[src/rtl/rgb2gray_stream.sv]
// Purpose : streaming RGB-to-gray converter, one component per transfer (R,G,B order), one gray per pixel.
// Latency : gray_o/valid_o valid the cycle after the B transfer; one pixel per three cycles sustained.
// Backpr. : only the completing B transfer stalls while a result is held unaccepted; R and G flow freely.
//
// Ports   : clk_i/rst_i (async active-high), clear_i (sync restart of the pixel phase),
//           mode_i (0 = average, 1 = luma, sampled on R), comp_i/valid_i/ready_o (input stream),
//           gray_o/valid_o/ready_i (output stream), count_o (delivered samples, wrapping).
// Config  : RGB2GRAY_LUMA_EN defined builds the luma coefficient path; undefined builds average only.
module rgb2gray_stream #(
    parameter int DATA_W = 8,
    parameter int CNT_W  = 16
) (
    input  logic              clk_i,
    input  logic              rst_i,
    input  logic              clear_i,
    input  logic              mode_i,
    input  logic [DATA_W-1:0] comp_i,
    input  logic              valid_i,
    output logic              ready_o,
    output logic [DATA_W-1:0] gray_o,
    output logic              valid_o,
    input  logic              ready_i,
    output logic [CNT_W-1:0]  count_o
);

    localparam int AW = DATA_W + 9;   // accumulator width
    localparam int PW = AW + 8;       // room for the x171 average scaling
    localparam logic [DATA_W-1:0] GRAY_MAX = '1;

    typedef enum logic [1:0] {PH_R, PH_G, PH_B} phase_t;

    phase_t             phase_q, phase_d;
    logic [AW-1:0]      acc_q, acc_d;
    logic [DATA_W-1:0]  gray_q, gray_d;
    logic               valid_q, valid_d;
    logic [CNT_W-1:0]   cnt_q, cnt_d;

    logic               xfer;
    logic               deliver;
    logic [AW-1:0]      term;
    logic [AW-1:0]      sum;
    logic [PW-1:0]      avg_full;
    logic [DATA_W-1:0]  result;

    // Depends on registered state and ready_i only, never on valid_i.
    assign ready_o = !(phase_q == PH_B && valid_q && !ready_i);
    assign xfer    = valid_i && ready_o;
    assign deliver = valid_q && ready_i;

`ifdef RGB2GRAY_LUMA_EN
    logic          mode_q, mode_d;
    logic          pix_mode;
    logic [AW-1:0] coef;

    // On the R transfer the live mode_i applies; afterwards the sampled copy does.
    always_comb begin
        pix_mode = (phase_q == PH_R) ? mode_i : mode_q;
        case (phase_q)
            PH_R:    coef = AW'(77);
            PH_G:    coef = AW'(150);
            default: coef = AW'(29);
        endcase
        term = pix_mode ? AW'(comp_i) * coef : AW'(comp_i);
    end
`else
    logic unused_mode;
    assign unused_mode = mode_i;
    assign term        = AW'(comp_i);
`endif

    assign sum      = (phase_q == PH_R) ? term : acc_q + term;
    // (S * 171) >> 9 approximates S / 3.
    assign avg_full = (PW'(sum) * PW'(171)) >> 9;

    always_comb begin
        result = (avg_full > PW'(GRAY_MAX)) ? GRAY_MAX : avg_full[DATA_W-1:0];
`ifdef RGB2GRAY_LUMA_EN
        // Coefficients sum to 256, so S >> 8 always fits DATA_W bits.
        if (pix_mode) result = sum[DATA_W+7:8];
`endif
    end

    always_comb begin
        phase_d = phase_q;
        acc_d   = acc_q;
        gray_d  = gray_q;
        valid_d = valid_q;
        cnt_d   = cnt_q;
`ifdef RGB2GRAY_LUMA_EN
        mode_d  = mode_q;
`endif
        if (deliver) begin
            valid_d = 1'b0;
            cnt_d   = cnt_q + CNT_W'(1);
        end
        // Restart wins over a same-cycle transfer: the component is dropped.
        if (clear_i) begin
            phase_d = PH_R;
            acc_d   = '0;
        end else if (xfer) begin
            acc_d = sum;
            case (phase_q)
                PH_R: begin
                    phase_d = PH_G;
`ifdef RGB2GRAY_LUMA_EN
                    mode_d  = mode_i;
`endif
                end
                PH_G: phase_d = PH_B;
                PH_B: begin
                    phase_d = PH_R;
                    gray_d  = result;
                    valid_d = 1'b1;   // a load beats a same-cycle delivery
                end
                default: phase_d = PH_R;
            endcase
        end
    end

    always_ff @(posedge clk_i or posedge rst_i) begin
        if (rst_i) begin
            phase_q <= PH_R;
            acc_q   <= '0;
            gray_q  <= '0;
            valid_q <= 1'b0;
            cnt_q   <= '0;
`ifdef RGB2GRAY_LUMA_EN
            mode_q  <= 1'b0;
`endif
        end else begin
            phase_q <= phase_d;
            acc_q   <= acc_d;
            gray_q  <= gray_d;
            valid_q <= valid_d;
            cnt_q   <= cnt_d;
`ifdef RGB2GRAY_LUMA_EN
            mode_q  <= mode_d;
`endif
        end
    end

    assign gray_o  = gray_q;
    assign valid_o = valid_q;
    assign count_o = cnt_q;

endmodule

[config.mk]
export PLATFORM = sky130hd
export DESIGN_NAME = rgb2gray_stream
export DESIGN_NICKNAME = d
export VERILOG_FILES = /design/src/rtl/rgb2gray_stream.sv
export SDC_FILE = /design/constraint.sdc
export NUM_CORES = 1
export LEC_CHECK = 0
export ABC_AREA = 1
export CAP_MARGIN = 20
export CORE_MARGIN = 4
export CORE_UTILIZATION = 52
export DETAILED_ROUTE_END_ITERATION = 6
export GPL_ROUTABILITY_DRIVEN = 0
export PLACE_DENSITY = 0.72
export RECOVER_POWER = 25
export REMOVE_ABC_BUFFERS = 1
export SLEW_MARGIN = 15
export SYNTH_ARGS = -nofsm -noshare
export SYNTH_HDL_FRONTEND = slang
export SYNTH_SLANG_ARGS = --single-unit
[constraint.sdc]
create_clock -name clk_i -period 7.18 [get_ports clk_i]
set_input_delay 1.795 -clock clk_i [delete_from_list [all_inputs] [get_ports clk_i]]
set_output_delay 1.795 -clock clk_i [all_outputs]
set_load 0.01 [all_outputs]
==> changes_impl.md, run 1 <==
### Implementation results

* Run status: finished, violations left
* Violated checks: max-capacitance violations, max-slew violations
* Final HPWL DP at 10900 µm
* CTS tree: yes
* DR WL/cell at 14.4 µm
* Yosys reg bits at 44
* Tmin final at 7.00 ns
* Metal3 WL at 749 µm
* Crit path max fanout at 8
* Layout cells sized above 1 at 27.0%
* Width of the die at 111 µm
* Top cells by count: inv_1, nand2_1, ha_1
* Pre-Place Util at 53.3%
* Initial antenna violation count at 0
* Met1 WL at 5960 µm
* Fmax at 143 MHz
* Slew Limit Headroom at -63.9%
* CP arrival at 7.21 ns
* Commonest flop: dfrtp_1
* GRT met3 Usage at 2.74%
* Crit. End Element: flip-flop
* Combinational cell fraction of total power at 78.5%
* # IOs at 40
* Clock share of power at 8.6%
* Reg power frac at 12.9%
* Mapped Cells at 711
* # Cells Yosys at 711
* Crit path largest cell delay at 0.53 ns
* Max H-tree Level at 2
* Syn_area_per_cell at 7.70 µm²
* PostCTS Resize Cnt at 28
* Post-synth EDFFs at 0
* Setup TNS at 0 ns
* Area share, top type at 20.1%
* Most frequent cells in the layout: inv_1, nand2_1, buf_4, ha_1, dfrtp_1
* MUX share of area at 0%
* Placed Cells at 981
* Top Layer Used: met4
* Vias in the first global route at 5320
* Final setup fails at 0
* Die height at 111 µm
* Switching Fraction at 46.2%
* Xor/xnor share at 3.68%
* Post-route setup slack at 0.182 ns
* Dominant kind of combinational cell: adder cells
* Synthesis-to-finish area growth at 36.7%
* Hold_buf cts at 0
* Dominant logic cell type in the layout: inv_1
* Total core area at 0.0103 mm²
* First-pass DRT Iterations at 5
* Flop area at 0.00110 mm²
* Post-Place Worst Slack at -0.655 ns
* Synth Cell Area at 0.00548 mm²
* VDD IR max at 218 µV
* CTS clk-pin slew, worst paths at 0.09 ns
* Clk root buf: clkbuf_8
* Critical path class: input port to flip-flop
* Die ar. at 0.0122 mm²
* Global Route met2 Usage at 40.5%
* Critical path's most frequent cell: nand2_1
* Top delay family on crit path: adder cells
* Gate Area at 0.00426 mm²
* Worst hold-check path type: flip-flop to flip-flop
* PwrDens at 315 mW/mm²
* MaxCap Viol Count at 1
* Final Hold Viols at 0
* Num CTS Buffers at 5
* Synth cell types at 38
* Max-slew violation count at 45
* Critical path data required time at 7.39 ns
* Starting DRT DRC Count at 345
* Complex Gates by Area at 10.0%
* Total power at 2360 µW
* Site Rows at 37
* Post-synth top area cell: dfrtp_1
* N_diodes at 0
* Wire length of the first global-routing pass at 23800 µm
* Internal Pwr Total at 1270 µW
* Worst path bufs/invs at 8
* Gr busiest metal: met2
* Via/cell ratio at 5.32
* Asr flop ratio synth at 100%
* Finished Layout Cells at 1000
* Met2 Wirelength at 7310 µm
* Fill cells at 753
* Warning count from the yosys run at 0
* Net Switching at 1090 µW
* Residual DRC at 0
* Latency at later pin at 0.32 ns
* Leak pwr at 0.00394 µW
* Synth top cell by count: inv_1
* Largest cells by area: dfrtp_1, ha_1, fa_1, inv_1, nand2_1
* Yosys stat area at 0.00548 mm²
* I/O Buffers at 38
* Max clock buf depth at 2
* Final Cycle Share at 97.5%
* Yosys simple share at 22.5%
* Clock skew at 0.0117 ns
* Sink Count at 44
* Largest net degree at the start of global routing at 45
* Critical Path Start Type: input port
* Worst-Margin Slew at 2.46 ns
* Nets at 994
* Synth Seq Share at 20.1%
* Worst path slowest cell: fa_1
* Post-route ant nets at 0
* Adder share at 32.2%
* Post-CTS setup buffers at 3
* Grt ovf at 0
* Tool warnings at 26
==> run 1: per-stage QoR <==
step | instance area (µm²) | hold slack, ns
final | 7490 | 0.476
after global routing | 7490 | 0.482
after CTS | 7050 | 0.478
after detailed placement | 6760 | 0.462
after global placement | 6760 | 0.458
after floorplan | 5460 | 0.457
==> run 1: power by group through the flow <==
stage	Sequential [µW]	Combinational, µW	Clock (µW)
floorplan	319	878	0
global placement	306	1550	0
detailed placement	308	1580	0
CTS	303	1700	206
global route	311	2040	218
finish	305	1850	202
==> run 1: sequential cells by signal, indices dropped and copies added (netlist names) <==
| register | cells |
|---|---|
| acc_q | 17 |
| gray_o | 8 |
| valid_o | 1 |
| count_o | 16 |
| phase_q | 2 |
==> run 1: layout make-up <==
cell class	instances	share of cell area [%]
Clock inverter	3	0.618
Timing Repair Buffer	149	16.4
Sequential cell	44	14.7
Clock buffer	5	0.919
Inverter	162	8.19
Tap cell	136	2.27
Multi-Input combinational cell	501	56.9
==> run 1: worst paths after layout <==
path | slack (ns) | startpoint | to | depth (start not counted)
setup / recovery | 0.18 | comp_i[0] | gray_o[3]$_DFFE_PP0P_ | 33
hold / removal | 0.48 | count_o[15]$_DFFE_PP0P_ | count_o[15]$_DFFE_PP0P_ | 1
setup reg to reg | 1.41 | acc_q[0]$_DFFE_PP0P_ | gray_o[3]$_DFFE_PP0P_ | 32
hold reg to reg | 0.48 | count_o[15]$_DFFE_PP0P_ | count_o[15]$_DFFE_PP0P_ | 1
max in group asynchronous | 2.95 | rst_i | acc_q[14]$_DFFE_PP0P_ | 3
min in group asynchronous | 2.83 | rst_i | count_o[9]$_DFFE_PP0P_ | 3
==> run_1/io_fan.png <==
The bar under the picture is 20 µm long.
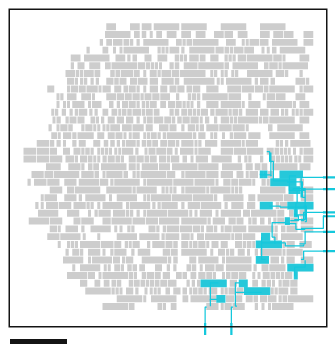
color	port	bits	direction	edge	end cells	buffers	wire
cyan	comp_i	8	input	6 right, 2 bottom	18	10	287 µm

==> run_1/congestion.png <==
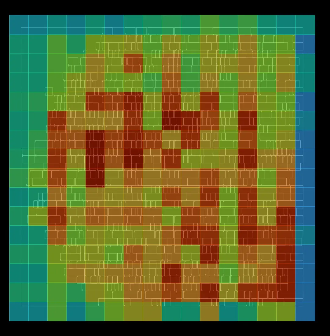
fin util: 72.9%
Overall Global Routing Usage: 22.7%
met1 usage in global routing: 28.7%

==> run_1/layer_met1.png <==
Supply wires on this layer in gray. Cells faint in the background.
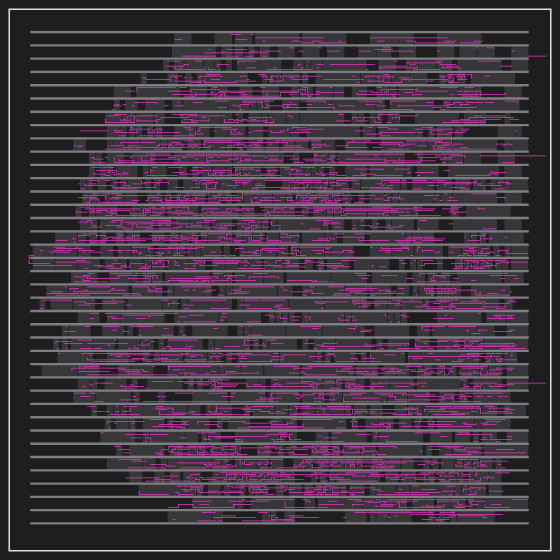
wire length on this layer	5960 µm
main direction	horizontal
wirelength, routed: 14400 µm
vias after detailed routing: 5320

## Run 2: what changed since run 1
- GPL_ROUTABILITY_DRIVEN: 0 -> not set
- HOLD_SLACK_MARGIN: not set -> 0.06
- SKIP_LAST_GASP: not set -> 1
==> run 2 against run 1 <==
Against the previous run: the flow still finishes with violations (max-capacitance violations, max-slew violations); global-route usage rose by 0.73 points; combinational power barely moved; cell area fell by 1.5%; clock skew fell by 0.0044 ns; fmax rose by 0.40%; sequential share of layout area rose by 0.22 points; via count fell by 2.0%; highest routed layer unchanged.
==> changes_impl.md, run 2 <==
### Implementation results

* Run status: finished, violations left
* Violated checks: max-capacitance violations, max-slew violations
* Width of the die at 111 µm (unchanged)
* Reg2reg end: gray_o[6]$_DFFE_PP0P_
* Synthesis-to-finish area growth at 34.7%
* FF-to-FF path depth at 24 (-25%)
* Crit path largest cell delay at 0.55 ns (+0.02 ns)
* Metal3 WL at 611 µm (-18%)
* Met2 Wirelength at 7340 µm (+0.44%)
* Sink Count at 44 (unchanged)
* Critical Path Start Type: input port
* Num CTS Buffers at 5 (unchanged)
* Crit. End Element: flip-flop
* Asr flop ratio synth at 100% (unchanged)
* Most frequent cells in the layout: inv_1, nand2_1, buf_4, ha_1, dfrtp_1
* Clock share of power at 8.6% (about the same)
* Final HPWL DP at 11200 µm (+2.7%)
* Critical path data required time at 7.40 ns (about the same)
* Worst setup path endpoint: gray_o[6]$_DFFE_PP0P_
* Levels on crit path at 25 (-24%)
* Top cells by count: inv_1, nand2_1, ha_1
* CP arrival at 7.19 ns (-0.02 ns)
* Synth top cell by count: inv_1
* Max-slew violation count at 45 (unchanged)
* Reg power frac at 12.9% (about the same)
* Post-synth top area cell: dfrtp_1
* Post-route ant nets at 0 (unchanged)
* Met1 WL at 5890 µm (-1.1%)
* Switching Fraction at 46.7% (+0.45 points)
* RR Startpoint: acc_q[0]$_DFFE_PP0P_
* Combinational cell fraction of total power at 78.5% (about the same)
* I/O Buffers at 38 (unchanged)
* Hold-critical path depth at 1 (unchanged)
* CTS clk-pin slew, worst paths at 0.09 ns (about the same)
* Clk root buf: clkbuf_8
* Residual DRC at 0 (unchanged)
* Top delay family on crit path: adder cells
* Critical path's most frequent cell: inv_1
* Crit path max fanout at 8 (unchanged)
* Largest net degree at the start of global routing at 45 (unchanged)
* Final Cycle Share at 97.1% (-0.39 points)
* Wirelength, routed at 14300 µm (-0.84%)
* MaxCap Viol Count at 1 (unchanged)
* Reg with most FFs: acc_q
* VDD IR max at 213 µV (-2.6%)
* Hold EP: count_o[15]$_DFFE_PP0P_
* Max clock buf depth at 2 (unchanged)
* Internal Pwr Total at 1260 µW (-0.69%)
* Latency at later pin at 0.32 ns (about the same)
* Tool warnings at 27 (+3.8%)
* GRT met3 Usage at 3.84% (+1.1 points)
* Yosys reg bits at 44 (unchanged)
* Syn_area_per_cell at 7.70 µm² (unchanged)
* Synth Seq Share at 20.1% (unchanged)
* Grt ovf at 0 (unchanged)
* Largest cells by area: dfrtp_1, ha_1, fa_1, inv_1, nand2_1
* Tmin final at 6.97 ns (-0.0280 ns)
* Worst hold-check path type: flip-flop to flip-flop
* Worst reg-to-reg setup slack at 1.41 ns (about the same)
* Fmax at 143 MHz (+0.40%)
* Combinational power at 1850 µW (about the same)
* PwrDens at 320 mW/mm² (+1.7%)
* Clk. pwr at 202 µW (about the same)
* Worst path bufs/invs at 5 (-3)
* Vias after detailed routing at 5214 (-2.0%)
* Final Hold Viols at 0 (unchanged)
* First-pass DRT Iterations at 5 (unchanged)
* Layout cells sized above 1 at 25.6% (-1.3 points)
* Die height at 111 µm (unchanged)
* Hold Path Origin: count_o[15]$_DFFE_PP0P_
* Max H-tree Level at 2 (unchanged)
* Synth Cell Area at 0.00548 mm² (unchanged)
* CTS tree: yes
* Vias in the first global route at 5561 (+4.5%)
* Worst-Margin Slew at 2.44 ns (-0.0194 ns)
[run 2: timing repair]
| action | 4_1_cts | 5_1_grt |
|---|---|---|
| setup endpoints to repair | 8 | 8 |
| setup buffers | 1 | 3 |
| resized | 33 | 76 |
| hold buffers | 0 | 0 |
| pin swaps | 7 | 33 |
[run 2: cell families after synthesis]
logic type | count (synthesis) | synth area share, %
compound gates | 99 | 10.0
xor+xnor | 23 | 3.68
fa+ha+maj | 117 | 32.2
buf+inv | 166 | 11.5
flops | 44 | 20.1
simple gates | 262 | 22.5
[run 2: metrics by stage]
| step | cell area [µm²] | TNS (ns) | setup slack (ns) | hold WS [ns] | cells |
|---|---|---|---|---|---|
| after global placement | 6770 | -4.66 | -0.585 | 0.458 | 982 |
| after CTS | 7070 | 0 | 0.00206 | 0.476 | 991 |
| final | 7380 | 0 | 0.210 | 0.474 | 994 |
| after global routing | 7380 | -0.553 | -0.0818 | 0.491 | 994 |
| after floorplan | 5460 | 0 | 0.243 | 0.457 | 707 |
| after detailed placement | 6770 | -5.25 | -0.671 | 0.463 | 982 |
[run 2: worst register-to-register path, delay by kind of cell, from the launching register on]
kind                       cells  cell delay [ns]
AOI/OAI and AO/OA              6             1.30
adders and majority gates      7             2.89
xor gates and xnor gates       1             0.20
and+or+nand+nor                6             0.68
DFF                            1             0.40
buffers and inverters          4             0.24
[run 2: final cells by class]
type | instances | area, µm² | share of cell area [%]
Clock buffer | 5 | 68.8 | 0.933
Clock inverter | 3 | 46.3 | 0.628
Inverter | 162 | 613 | 8.31
Multi-Input combinational cell | 501 | 4190 | 56.8
Sequential cell | 44 | 1100 | 14.9
Tap cell | 136 | 170 | 2.31
Timing Repair Buffer | 143 | 1180 | 16.1
==> run_2/flops_by_reg.png <==
Other sequential cells in the stronger gray, the rest of the logic in the fainter gray.
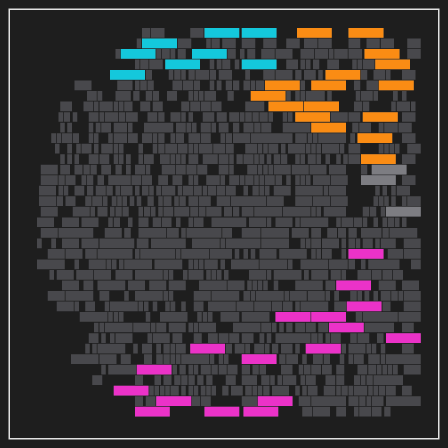
color	signal	flops
orange	count_o	16
magenta	acc_q	17
cyan	gray_o	8
not colored	3
seq pwr: 304 µW
Seq area share: 14.9%
Flop area: 0.00110 mm²
fin util: 71.8%

==> run_2/congestion.png <==
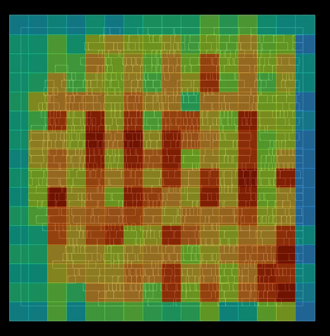
met1 usage in global routing: 28.6%
DR WL/cell: 14.4 µm
gr busiest metal: met2
Overall Global Routing Usage: 23.5%
Global Route met2 Usage: 42.0%

==> run_2/io_fan.png <==
The bar under the picture is 20 µm long.
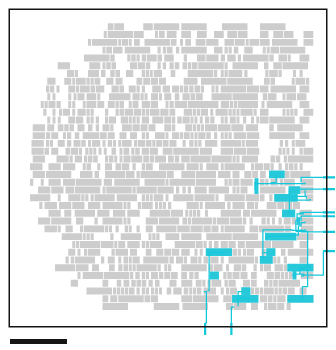
color	port	bits	direction	edge	end cells	buffers	wire
cyan	comp_i	8	input	6 right, 2 bottom	18	10	256 µm

Power and IR drop assume default switching activity.
